### Routed metal, one colour a layer, run 1

Only two layers are drawn.
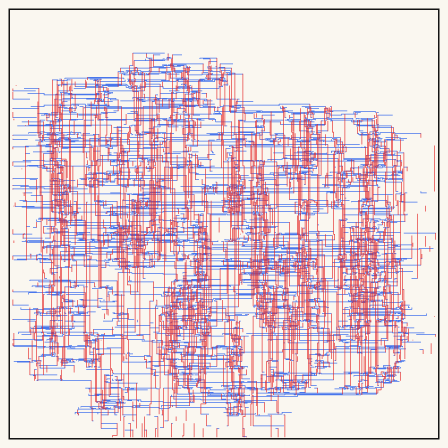
### Zoomed window, run 1

Window x 118 to 143, y 31 to 56 um. Cells in grey, sequential cells in the stronger grey; small squares are vias.
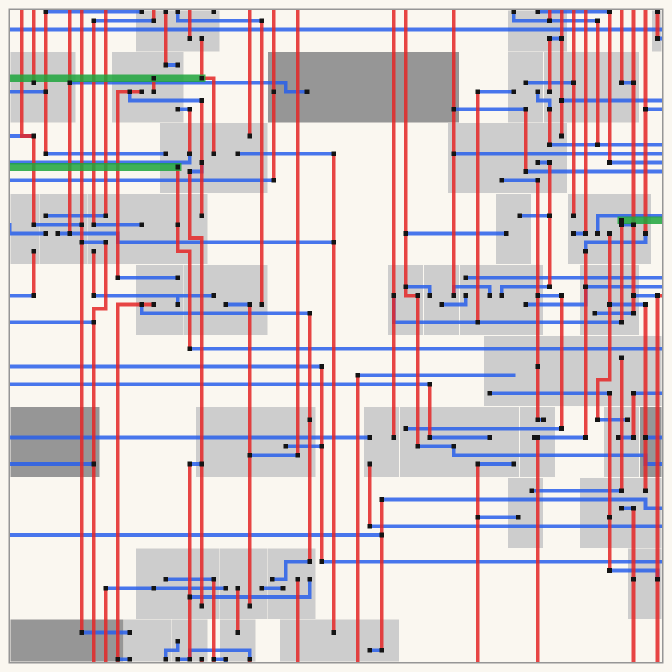
### Power grid, run 1

Bar = 50 um. Pins as bars on the die edge. Tap cells in grey.
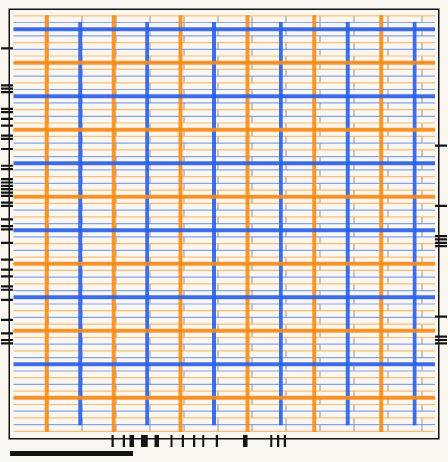
**src/rtl/vend_pkg.sv**
```systemverilog
// vend_pkg: shared state encoding and default widths/denominations for the vending controller
package vend_pkg;
  localparam int DEF_AMT_W = 9;
  localparam int DEF_CNT_W = 8;
  localparam logic [3*DEF_AMT_W-1:0] DEF_COIN_VAL = {9'd5, 9'd10, 9'd25};
  typedef enum logic [1:0] {IDLE, CHECK, DISPENSE, REFUND} state_e;
endpackage

```
**src/rtl/vend_inv_bank.sv**
```systemverilog
// vend_inv_bank: per-denomination saturating coin counters with registered empty flags
module vend_inv_bank
  import vend_pkg::*;
#(
  parameter int NUM_COINS = 3,
  parameter int CNT_W = DEF_CNT_W,
  parameter int INIT_CNT = 10
) (
  input  logic                                clk,
  input  logic                                rst,
  input  logic [NUM_COINS-1:0]                inc,
  input  logic [NUM_COINS-1:0]                dec,
  input  logic                                refill_go,
  input  logic [$clog2(NUM_COINS)-1:0]        refill_sel,
  input  logic [CNT_W-1:0]                    refill_qty,
  output logic [NUM_COINS-1:0][CNT_W-1:0]     cnt,
  output logic [NUM_COINS-1:0]                empty
);
  localparam int SEL_W = $clog2(NUM_COINS);
  logic [NUM_COINS-1:0][CNT_W-1:0] cnt_q, cnt_d;
  logic [NUM_COINS-1:0][CNT_W:0] sum;
  logic [NUM_COINS-1:0] empty_q, empty_d;
  always_comb begin
    sum = '0;
    cnt_d = cnt_q;
    empty_d = empty_q;
    for (int i = 0; i < NUM_COINS; i++) begin
      sum[i] = {1'b0, cnt_q[i]} + {1'b0, refill_qty};
      cnt_d[i] = dec[i] ? cnt_q[i] - CNT_W'(1) :
                 inc[i] ? (&cnt_q[i] ? cnt_q[i] : cnt_q[i] + CNT_W'(1)) :
                 (refill_go && refill_sel == SEL_W'(i)) ? (sum[i][CNT_W] ? '1 : sum[i][CNT_W-1:0]) :
                 cnt_q[i];
      empty_d[i] = cnt_d[i] == '0;
    end
  end
  always_ff @(posedge clk) begin
    if (rst) begin
      cnt_q <= {NUM_COINS{CNT_W'(INIT_CNT)}};
      empty_q <= {NUM_COINS{INIT_CNT == 0}};
    end else begin
      cnt_q <= cnt_d;
      empty_q <= empty_d;
    end
  end
  assign cnt = cnt_q;
  assign empty = empty_q;
endmodule

```
**src/rtl/vend_change_ctrl.sv**
```systemverilog
// vend_change_ctrl: vending controller that proves greedy change is payable before committing a sale
module vend_change_ctrl
  import vend_pkg::*;
#(
  parameter int NUM_COINS = 3,
  parameter int AMT_W = DEF_AMT_W,
  parameter logic [NUM_COINS*AMT_W-1:0] COIN_VAL = DEF_COIN_VAL,
  parameter int CNT_W = DEF_CNT_W,
  parameter int INIT_CNT = 10,
  parameter int MAX_CREDIT = 2**AMT_W-1,
  parameter int TOT_W = 16
) (
  input  logic                         clk,
  input  logic                         rst,
  input  logic [NUM_COINS-1:0]         coin_det,
  input  logic                         buy,
  input  logic [AMT_W-1:0]             price,
  input  logic                         return_coins,
  input  logic                         refill_en,
  input  logic [$clog2(NUM_COINS)-1:0] refill_sel,
  input  logic [CNT_W-1:0]             refill_qty,
  output logic                         ok,
  output logic                         buy_rej,
  output logic                         coin_rej,
  output logic                         refund_err,
  output logic                         refill_ack,
  output logic [NUM_COINS-1:0]         ret_coin,
  output logic [AMT_W-1:0]             amount,
  output logic [TOT_W-1:0]             total,
  output logic [NUM_COINS-1:0]         empty,
  output logic                         busy
);
  localparam int IDX_W = $clog2(NUM_COINS+1);
  localparam logic [IDX_W-1:0] LAST = IDX_W'(NUM_COINS-1);
  state_e state_q, state_d;
  logic [AMT_W-1:0] amount_q, amount_d, rem_q, rem_d, price_q, price_d;
  logic [AMT_W-1:0] cur_val, coin_val_in, walk_rem;
  logic [TOT_W-1:0] total_q, total_d;
  logic [IDX_W-1:0] idx_q, idx_d;
  logic [NUM_COINS-1:0][CNT_W-1:0] cnt, sim_q, sim_d;
  logic [CNT_W-1:0] cur_cnt, cur_sim, walk_cnt;
  logic [NUM_COINS-1:0] idx_oh, inc, ret_q, ret_d;
  logic ok_q, ok_d, buy_rej_q, buy_rej_d, coin_rej_q, coin_rej_d;
  logic refund_err_q, refund_err_d, refill_ack_q, refill_ack_d, busy_q;
  logic coin_any, coin_full, coin_ok, refill_go, take;
  vend_inv_bank #(.NUM_COINS(NUM_COINS), .CNT_W(CNT_W), .INIT_CNT(INIT_CNT)) u_bank (
    .clk(clk), .rst(rst), .inc(inc), .dec(ret_d), .refill_go(refill_go),
    .refill_sel(refill_sel), .refill_qty(refill_qty), .cnt(cnt), .empty(empty)
  );
  always_comb begin
    cur_val = '0;
    cur_cnt = '0;
    cur_sim = '0;
    idx_oh = '0;
    coin_val_in = '0;
    coin_full = 1'b0;
    for (int i = 0; i < NUM_COINS; i++) begin
      if (idx_q == IDX_W'(i)) begin
        cur_val = COIN_VAL[i*AMT_W +: AMT_W];
        cur_cnt = cnt[i];
        cur_sim = sim_q[i];
        idx_oh[i] = 1'b1;
      end
      if (coin_det[i]) begin
        coin_val_in = COIN_VAL[i*AMT_W +: AMT_W];
        coin_full = &cnt[i];
      end
    end
  end
  assign coin_any = |coin_det;
  assign coin_ok = $onehot(coin_det) && !coin_full &&
                   ({1'b0, amount_q} + {1'b0, coin_val_in}) <= (AMT_W+1)'(MAX_CREDIT);
  assign walk_rem = state_q == CHECK ? rem_q : amount_q;
  assign walk_cnt = state_q == CHECK ? cur_sim : cur_cnt;
  assign take = walk_rem >= cur_val && walk_cnt != '0;
  always_comb begin
    state_d = state_q;
    amount_d = amount_q;
    total_d = total_q;
    rem_d = rem_q;
    price_d = price_q;
    idx_d = idx_q;
    sim_d = sim_q;
    ok_d = 1'b0;
    buy_rej_d = 1'b0;
    coin_rej_d = coin_any && state_q != IDLE;
    refund_err_d = 1'b0;
    refill_ack_d = 1'b0;
    ret_d = '0;
    inc = '0;
    refill_go = 1'b0;
    case (state_q)
      IDLE: begin
        if (return_coins) begin
          coin_rej_d = coin_any;
          idx_d = '0;
          state_d = REFUND;
        end else if (buy) begin
          coin_rej_d = coin_any;
          if (price == '0 || price > amount_q) begin
            buy_rej_d = 1'b1;
          end else begin
            rem_d = amount_q - price;
            price_d = price;
            sim_d = cnt;
            idx_d = '0;
            state_d = CHECK;
          end
        end else if (coin_any) begin
          coin_rej_d = !coin_ok;
          inc = coin_ok ? coin_det : '0;
          amount_d = coin_ok ? amount_q + coin_val_in : amount_q;
        end else if (refill_en && int'(refill_sel) < NUM_COINS) begin
          refill_go = 1'b1;
          refill_ack_d = 1'b1;
        end
      end
      CHECK: begin
        if (rem_q == '0) begin
          ok_d = 1'b1;
          amount_d = amount_q - price_q;
          total_d = total_q + TOT_W'(price_q);
          idx_d = '0;
          state_d = DISPENSE;
        end else if (take) begin
          rem_d = rem_q - cur_val;
          for (int i = 0; i < NUM_COINS; i++) sim_d[i] = sim_q[i] - CNT_W'(idx_oh[i]);
        end else if (idx_q == LAST) begin
          buy_rej_d = 1'b1;
          state_d = IDLE;
        end else begin
          idx_d = idx_q + IDX_W'(1);
        end
      end
      default: begin
        if (amount_q == '0) begin
          state_d = IDLE;
        end else if (take) begin
          ret_d = idx_oh;
          amount_d = amount_q - cur_val;
        end else if (idx_q == LAST) begin
          refund_err_d = state_q == REFUND;
          state_d = IDLE;
        end else begin
          idx_d = idx_q + IDX_W'(1);
        end
      end
    endcase
  end
  always_ff @(posedge clk) begin
    if (rst) begin
      state_q <= IDLE;
      amount_q <= '0;
      total_q <= '0;
      rem_q <= '0;
      price_q <= '0;
      idx_q <= '0;
      sim_q <= '0;
      ok_q <= 1'b0;
      buy_rej_q <= 1'b0;
      coin_rej_q <= 1'b0;
      refund_err_q <= 1'b0;
      refill_ack_q <= 1'b0;
      ret_q <= '0;
      busy_q <= 1'b0;
    end else begin
      state_q <= state_d;
      amount_q <= amount_d;
      total_q <= total_d;
      rem_q <= rem_d;
      price_q <= price_d;
      idx_q <= idx_d;
      sim_q <= sim_d;
      ok_q <= ok_d;
      buy_rej_q <= buy_rej_d;
      coin_rej_q <= coin_rej_d;
      refund_err_q <= refund_err_d;
      refill_ack_q <= refill_ack_d;
      ret_q <= ret_d;
      busy_q <= state_d != IDLE;
    end
  end
  assign ok = ok_q;
  assign buy_rej = buy_rej_q;
  assign coin_rej = coin_rej_q;
  assign refund_err = refund_err_q;
  assign refill_ack = refill_ack_q;
  assign ret_coin = ret_q;
  assign amount = amount_q;
  assign total = total_q;
  assign busy = busy_q;
endmodule

```
**config.mk**
```make
export PLATFORM = sky130hd
export DESIGN_NAME = vend_change_ctrl
export DESIGN_NICKNAME = d
export VERILOG_FILES = /design/src/rtl/vend_pkg.sv /design/src/rtl/vend_inv_bank.sv /design/src/rtl/vend_change_ctrl.sv
export SDC_FILE = /design/constraint.sdc
export NUM_CORES = 1
export LEC_CHECK = 0
export CORE_UTILIZATION = 30
export CTS_CLUSTER_DIAMETER = 100
export CTS_CLUSTER_SIZE = 8
export DETAILED_ROUTE_END_ITERATION = 16
export PLACE_DENSITY = 0.47
export SYNTH_ARGS = -nofsm -noshare
export SYNTH_HDL_FRONTEND = slang
export SYNTH_SLANG_ARGS = --single-unit
```
**constraint.sdc**
```tcl
create_clock -name clk -period 5.3 [get_ports clk]
set_input_delay 1.06 -clock clk [delete_from_list [all_inputs] [get_ports clk]]
set_output_delay 1.06 -clock clk [all_outputs]
set_load 0.02 [all_outputs]
```
==> out/metrics.cfg, run 1 <==
[clock_network]
clock_path_buffers = 2
post-cts-setup-buffers = 0
root_buffer = clkbuf_16
cts_made_buffers = 9
clk_latency_ns = 0.36
htreeDepth = 3
cts_sinks = 107
cts_hold_buf = 0
post_cts_resized = 0
clkTransAtPathRegs_ns = 0.08
cts_tree = built

[final_timing]
finalSetupViolations = 0
finalCritPeriodShare_pct = 81.95
rsz0062_at_grt = false
skew_ns = 0.01231
hold_slack_ns = 0.4707
fin_ws_ns = 0.9564
fin_tns_setup_ns = 0
maxSlewViolCount = 0
fin_crit_ns = 4.344
tightestPinTransition_ns = 0.8567
fmax_ghz = 0.2302
finalHoldViolCount = 0

[routing]
drtIter0Drc = 663
drt_pass1_iterations = 5
vias_per_cell = 5.421
post-route-drc-count = 0
ant_nets = 0

[synthesis]
synth.avg_cell_area_um2 = 7.484
ys_seq_share_pct = 24.21
ys.warnings.count = 0
syn_inst = 1182
topCellsByArea = dfxtp_1 (24%), ha_1 (12%), nor2_1 (5.7%)
edf_count = 0
yosys_area_um2 = 8846
ys_ff = 107
syn_nets = 1300
synth_top_cell_by_count = nor2_1
synth_stat.cells = 1182
async_flop_share_pct = 0
yosysTopAreaCellShare_pct = 24.21
common_cells = nor2_1 (135), dfxtp_1 (107), nand2_1 (105)
synth-main-ff-cell = dfxtp_1
yosysTopAreaCell = dfxtp_1
synth_cell_type_count = 71

[status]
status = complete, no violations

[global_route]
grt_pass1_wl_um = 46130
antenna_found_initial = 0
globalRoute.busiestLayer = met2
use_met2_pct = 32.75
use_met3_pct = 3.026
grt_pass1_vias = 8305
gr-usage-met1_pct = 25.70
grt_max_degree = 62
grt-ovfl-total = 0

[final_layout]
final_layout_size_suffix_gt1_share_pct = 5.189
areaGrowthSynthToFinish_pct = 14.54
final_cells = 1598
nets = 1328
diodes = 0
design_area_um2 = 10130

[run]
warnings = 34
maxCapViolations = 0

[placement]
portBuffers = 63
gp_congestion = 0.8368
place_area_um2 = 9856
dp_slack_ns = 0.6398
dp_hpwl_um = 21720

[die]
die_area_um2 = 30180
num_rows = 62
io_pins = 64
fp_util_pct = 30.65

[setup_path]
crit_type = input port to flip-flop
arrival_ns = 4.61
cp-end-kind = flip-flop
cp.required_ns = 5.56
cp_max_fo = 11
crit_path_start_kind = input port

[power]
cellPowerDensity_nw_per_um2 = 379.3
power.leakage_nw = 3.960

[min_path]
hold_class = flip-flop to flip-flop

-- 'Routed metal, one colour a layer' (at the start) --
[blue] M1 | wire length: 13700 um
[red] M2 | wire length: 13700 um
WL final: 28870 um
GRT Util Overall: 19.27%
detailed-route wire length per cell: 18.07 um
via total after detailed routing: 8663

-- 'Zoomed window' (at the start) --
[red] M2
[blue] M1
[green] M3
netlist names of flops here include: u_bank.cnt (1), u_bank.empty (1)
cells with their middle in the window: 37
most frequent: ha_1 (5), inv_1 (4), nor2_1 (4)
sequential cells in the window: 2

-- 'Power grid' (at the start) --
[orange] VSS
[blue] VDD
signal pins: 64
met1 rails: 63
met4 straps: 12
die width: 173.7 um
CORE AREA: 28860 um^2
Die Y: 173.7 um
IR drop worst, VDD: 212.9 uV

[run 1: worst max-delay path: stages]
cell             delay [ns]
clkdlybuf4s50_1        0.75
inv_1                  0.18
fa_1                   0.46
inv_1                  0.06
o311ai_0               0.18
nor3b_1                0.42
nand4_1                0.38
or2_2                  0.41
o2bb2ai_1              0.16
mux2i_1                0.19
o21ai_0                0.15
and4_1                 0.21
[run 1: metal layers]
layer,vias to the layer above,part of all wire (%)
met3,27,4.0
met1,4080,47
met2,213,47
met4,0,1.2
met5,-,0
li1,4343,-
[run 1: sequential cells by signal (all words and copies together) (netlist names)]
| signal | count |
|---|---|
| sim_q | 24 |
| ok | 1 |
| u_bank.cnt | 24 |
| state_q | 2 |
| refill_ack | 1 |
| rem_q | 9 |
| refund_err | 1 |
| buy_rej | 1 |
| total | 16 |
| coin_rej | 1 |
| busy | 1 |
| u_bank.empty | 3 |
| ret_coin | 3 |
| idx_q | 2 |
| price_q | 9 |
| amount | 9 |
[run 1: layout by cell type, fill, tap and decap left out, drive strengths merged, types with 25 or more instances in the layout]
cell type,synthesis,final
a21oi,78,78
clkdlybuf4s50,0,62
dfxtp,107,107
ha,83,83
inv,66,68
nand2,105,105
nand3,57,57
nor2,135,135
nor3,47,47
o21ai,74,74
xnor2,25,25
[run 1: cell type report]
type	count	area, um^2
fillers	3090	18730
repair buffers	80	768.2
inverters	66	247.7
clock buffers	9	225.2
multi-input cells	946	6217
clock inverters	6	51.30
flip-flops and latches	107	2142
well taps	384	480.5
[run 1: logic make-up after synthesis]
kind of cell	Yosys count	share of synthesized area (%)
adder cells (fa/ha/maj)	91	13.55
AND/OR/NAND/NOR	481	27.20
flip-flops	107	24.21
buffers and inverters	129	5.658
XOR/XNOR	38	3.762
AND-OR/OR-AND	310	22.65
multiplexers	26	2.970
[run 1: where the power goes]
part	total, W	switching (W)	internal [W]
Combinational	0.00209	0.00125	0.000840
Sequential	0.00108	0.000184	0.000897
Clock	0.000674	0.000350	0.000324
[run 1: worst paths after layout]
| path | start | to | slack [ns] | cells past startpoint |
|---|---|---|---|---|
| worst max-delay path | coin_det[2] | u_bank.empty[1] | 0.96 | 12 |
| worst min-delay path | sim_q[17] | sim_q[17] | 0.47 | 2 |
| worst max register to register | state_q[0] | amount[3] | 1.11 | 12 |
| worst min register to register | sim_q[17] | sim_q[17] | 0.47 | 2 |
[run 1: per-stage QoR]
step	total power [W]	utilization (%)
floorplan	0.002522	-
global route	0.004154	35.11
finish	0.003844	35.11
global placement	0.003184	34.15
detailed placement	0.003167	34.15
CTS	0.003865	35.11
==> inputs of run 2 (changes only) <==
clock period = 4.36 ns   (was 5.3 ns; I/O delays follow)
==> run 2 against run 1 <==
Net effect: critical endpoint is now u_bank.empty[0]; highest routed layer unchanged; routed wire length increased by 1.2%; power increased by 24%; clock power increased by 28%; count of clock-buffer cells in the layout unchanged.
==> out/metrics.cfg, run 2 <==
[setup_path]
cp-end-kind = flip-flop
crit_type = flip-flop to flip-flop
cp_max_fo = 11
crit_path_start_kind = flip-flop
arrival_ns = 4.29

[routing]
wl_per_cell_um = 17.95
drtIter0Drc = 623
ant_nets = 0
drt_pass1_iterations = 5
vias_per_cell = 5.407
post-route-drc-count = 0

[final_timing]
finalSetupViolations = 0
finalCritPeriodShare_pct = 91.25
rsz0062_at_grt = false
tightestPinTransition_ns = 0.8787
hold_slack_ns = 0.4788
fin_ws_ns = 0.3814
skew_ns = 0.01269
maxSlewViolCount = 0
fin_tns_setup_ns = 0

[synthesis]
edf_count = 0
topCellsByArea = dfxtp_1 (24%), ha_1 (12%), nor2_1 (5.7%)
synth_top_cell_by_count = nor2_1
ys_seq_share_pct = 24.21
synth.avg_cell_area_um2 = 7.484
ys.warnings.count = 0
synth_cell_type_count = 71
yosysTopAreaCell = dfxtp_1
async_flop_share_pct = 0
synth_stat.cells = 1182
yosys_area_um2 = 8846
synth-main-ff-cell = dfxtp_1
yosysTopAreaCellShare_pct = 24.21
syn_nets = 1300

[clock_network]
post_cts_resized = 0
cts_hold_buf = 0
root_buffer = clkbuf_16
clk_latency_ns = 0.37
clock_path_buffers = 2
cts_made_buffers = 9
cts_tree = built
cts_sinks = 107
clkTransAtPathRegs_ns = 0.09

[run]
maxCapViolations = 0
warnings = 34

[die]
die_area_um2 = 30180
io_pins = 64
fp_util_pct = 30.65
die_width_um = 173.7
coreArea_um2 = 28860
num_rows = 62

[final_layout]
diodes = 0
fillers = 3089
areaGrowthSynthToFinish_pct = 17.21

[status]
status = complete, no violations

[placement]
gp_congestion = 0.8760
place_area_um2 = 10070
portBuffers = 63
dp_slack_ns = 0.06141

[power]
peakVddDrop_uv = 266.4
cellPowerDensity_nw_per_um2 = 460.9

[global_route]
grt-ovfl-total = 0
grt_pass1_wl_um = 46990
antenna_found_initial = 1
track_usage_pct = 19.60
grt_max_degree = 47

## run 2: cell count changes in the layout (fill, tap and decap cells not counted), sizes merged
cell	before	now
inv	68	69
buf	18	47
clkinvlp	0	1
clkinv	4	3
## run 2: cell type report
type	instances	area [um^2]	area share [%]
Sequential cell	107	2142	20.66
Clock inverter	7	70.07	0.6758
Clock buffer	9	225.2	2.172
Inverter	66	247.7	2.389
Multi-Input combinational cell	946	6217	59.96
Tap cell	384	480.5	4.634
Timing Repair Buffer	109	985.9	9.509
## run 2: path summary, 6_finish.rpt
kind	start	end	cells past startpoint
worst max-delay path	idx_q[0]	u_bank.empty[0]	15
worst min-delay path	total[4]	total[4]	2
worst max register to register	idx_q[0]	u_bank.empty[0]	15
worst min register to register	total[4]	total[4]	2
## run 2: power breakdown
part / internal (W) / leakage, nW / switching, W
registers: 0.00109 / 0.865 / 0.000197
clock network: 0.000405 / 0.141 / 0.000459
logic: 0.00109 / 3.10 / 0.00154
## run 2: per-layer routing
metal	vias up	global-route usage (%)	routed length (um)
met3	31	3.070	1312
met4	0	5.556	628
met1	4165	26.31	13920
met2	201	32.33	13360
met5	-	0	0
li1	4405	-	-
## run 2: per-stage QoR
step / power (W) / instances
final: 0.004779 / 1628
after global placement: 0.003945 / 1612
after CTS: 0.004814 / 1628
after floorplan: 0.003066 / 1182
after detailed placement: 0.003918 / 1612
after global routing: 0.005188 / 1628
## run 2: critical path, cell delays in order (launching register included)
cell and delay (ns):
dfxtp_1 0.32, inv_1 0.15, ha_1 0.50, inv_1 0.12
nand2_1 0.12, ha_1 0.23, nor3b_1 0.17, o21ai_0 0.13
a221oi_1 0.39, nor4_2 0.10, buf_4 0.20, buf_4 0.18
a31oi_1 0.50, a221oi_1 0.18, nor4bb_1 0.40, and4_1 0.24
## run 2: logic make-up (layout without fill, tap and decap cells)
| kind of cell | Yosys count | after routing | synth area share, % |
|---|---|---|---|
| flip-flops | 107 | 107 | 24.21 |
| AND-OR/OR-AND | 310 | 310 | 22.65 |
| multiplexers | 26 | 26 | 2.970 |
| buffers and inverters | 129 | 191 | 5.658 |
| adder cells (fa/ha/maj) | 91 | 91 | 13.55 |
| XOR/XNOR | 38 | 38 | 3.762 |
| AND/OR/NAND/NOR | 481 | 481 | 27.20 |
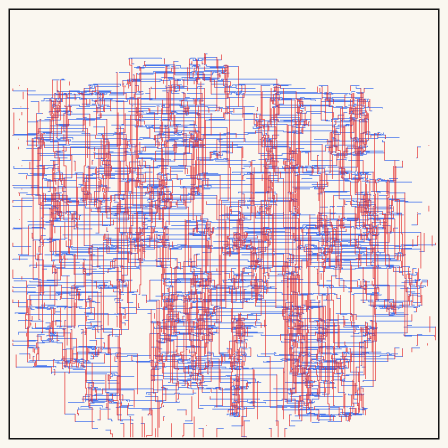
*Routed metal, one colour a layer, run 2*
Only two layers are drawn.
[blue] M1 | wire length: 13900 um
[red] M2 | wire length: 13400 um
via total after detailed routing: 8802
WL final: 29220 um

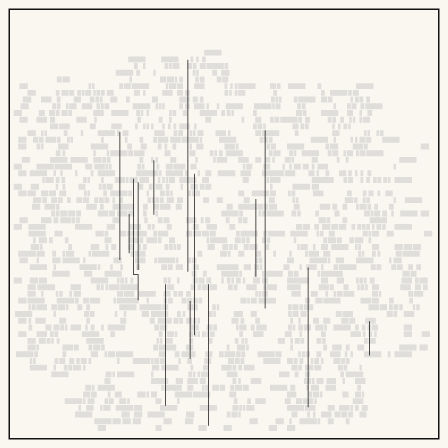
*Signal wires on met4, run 2*
main direction: vertical
share of all routed wire: 2.2%

No activity file was given, so power comes from the tool's default toggle rates.
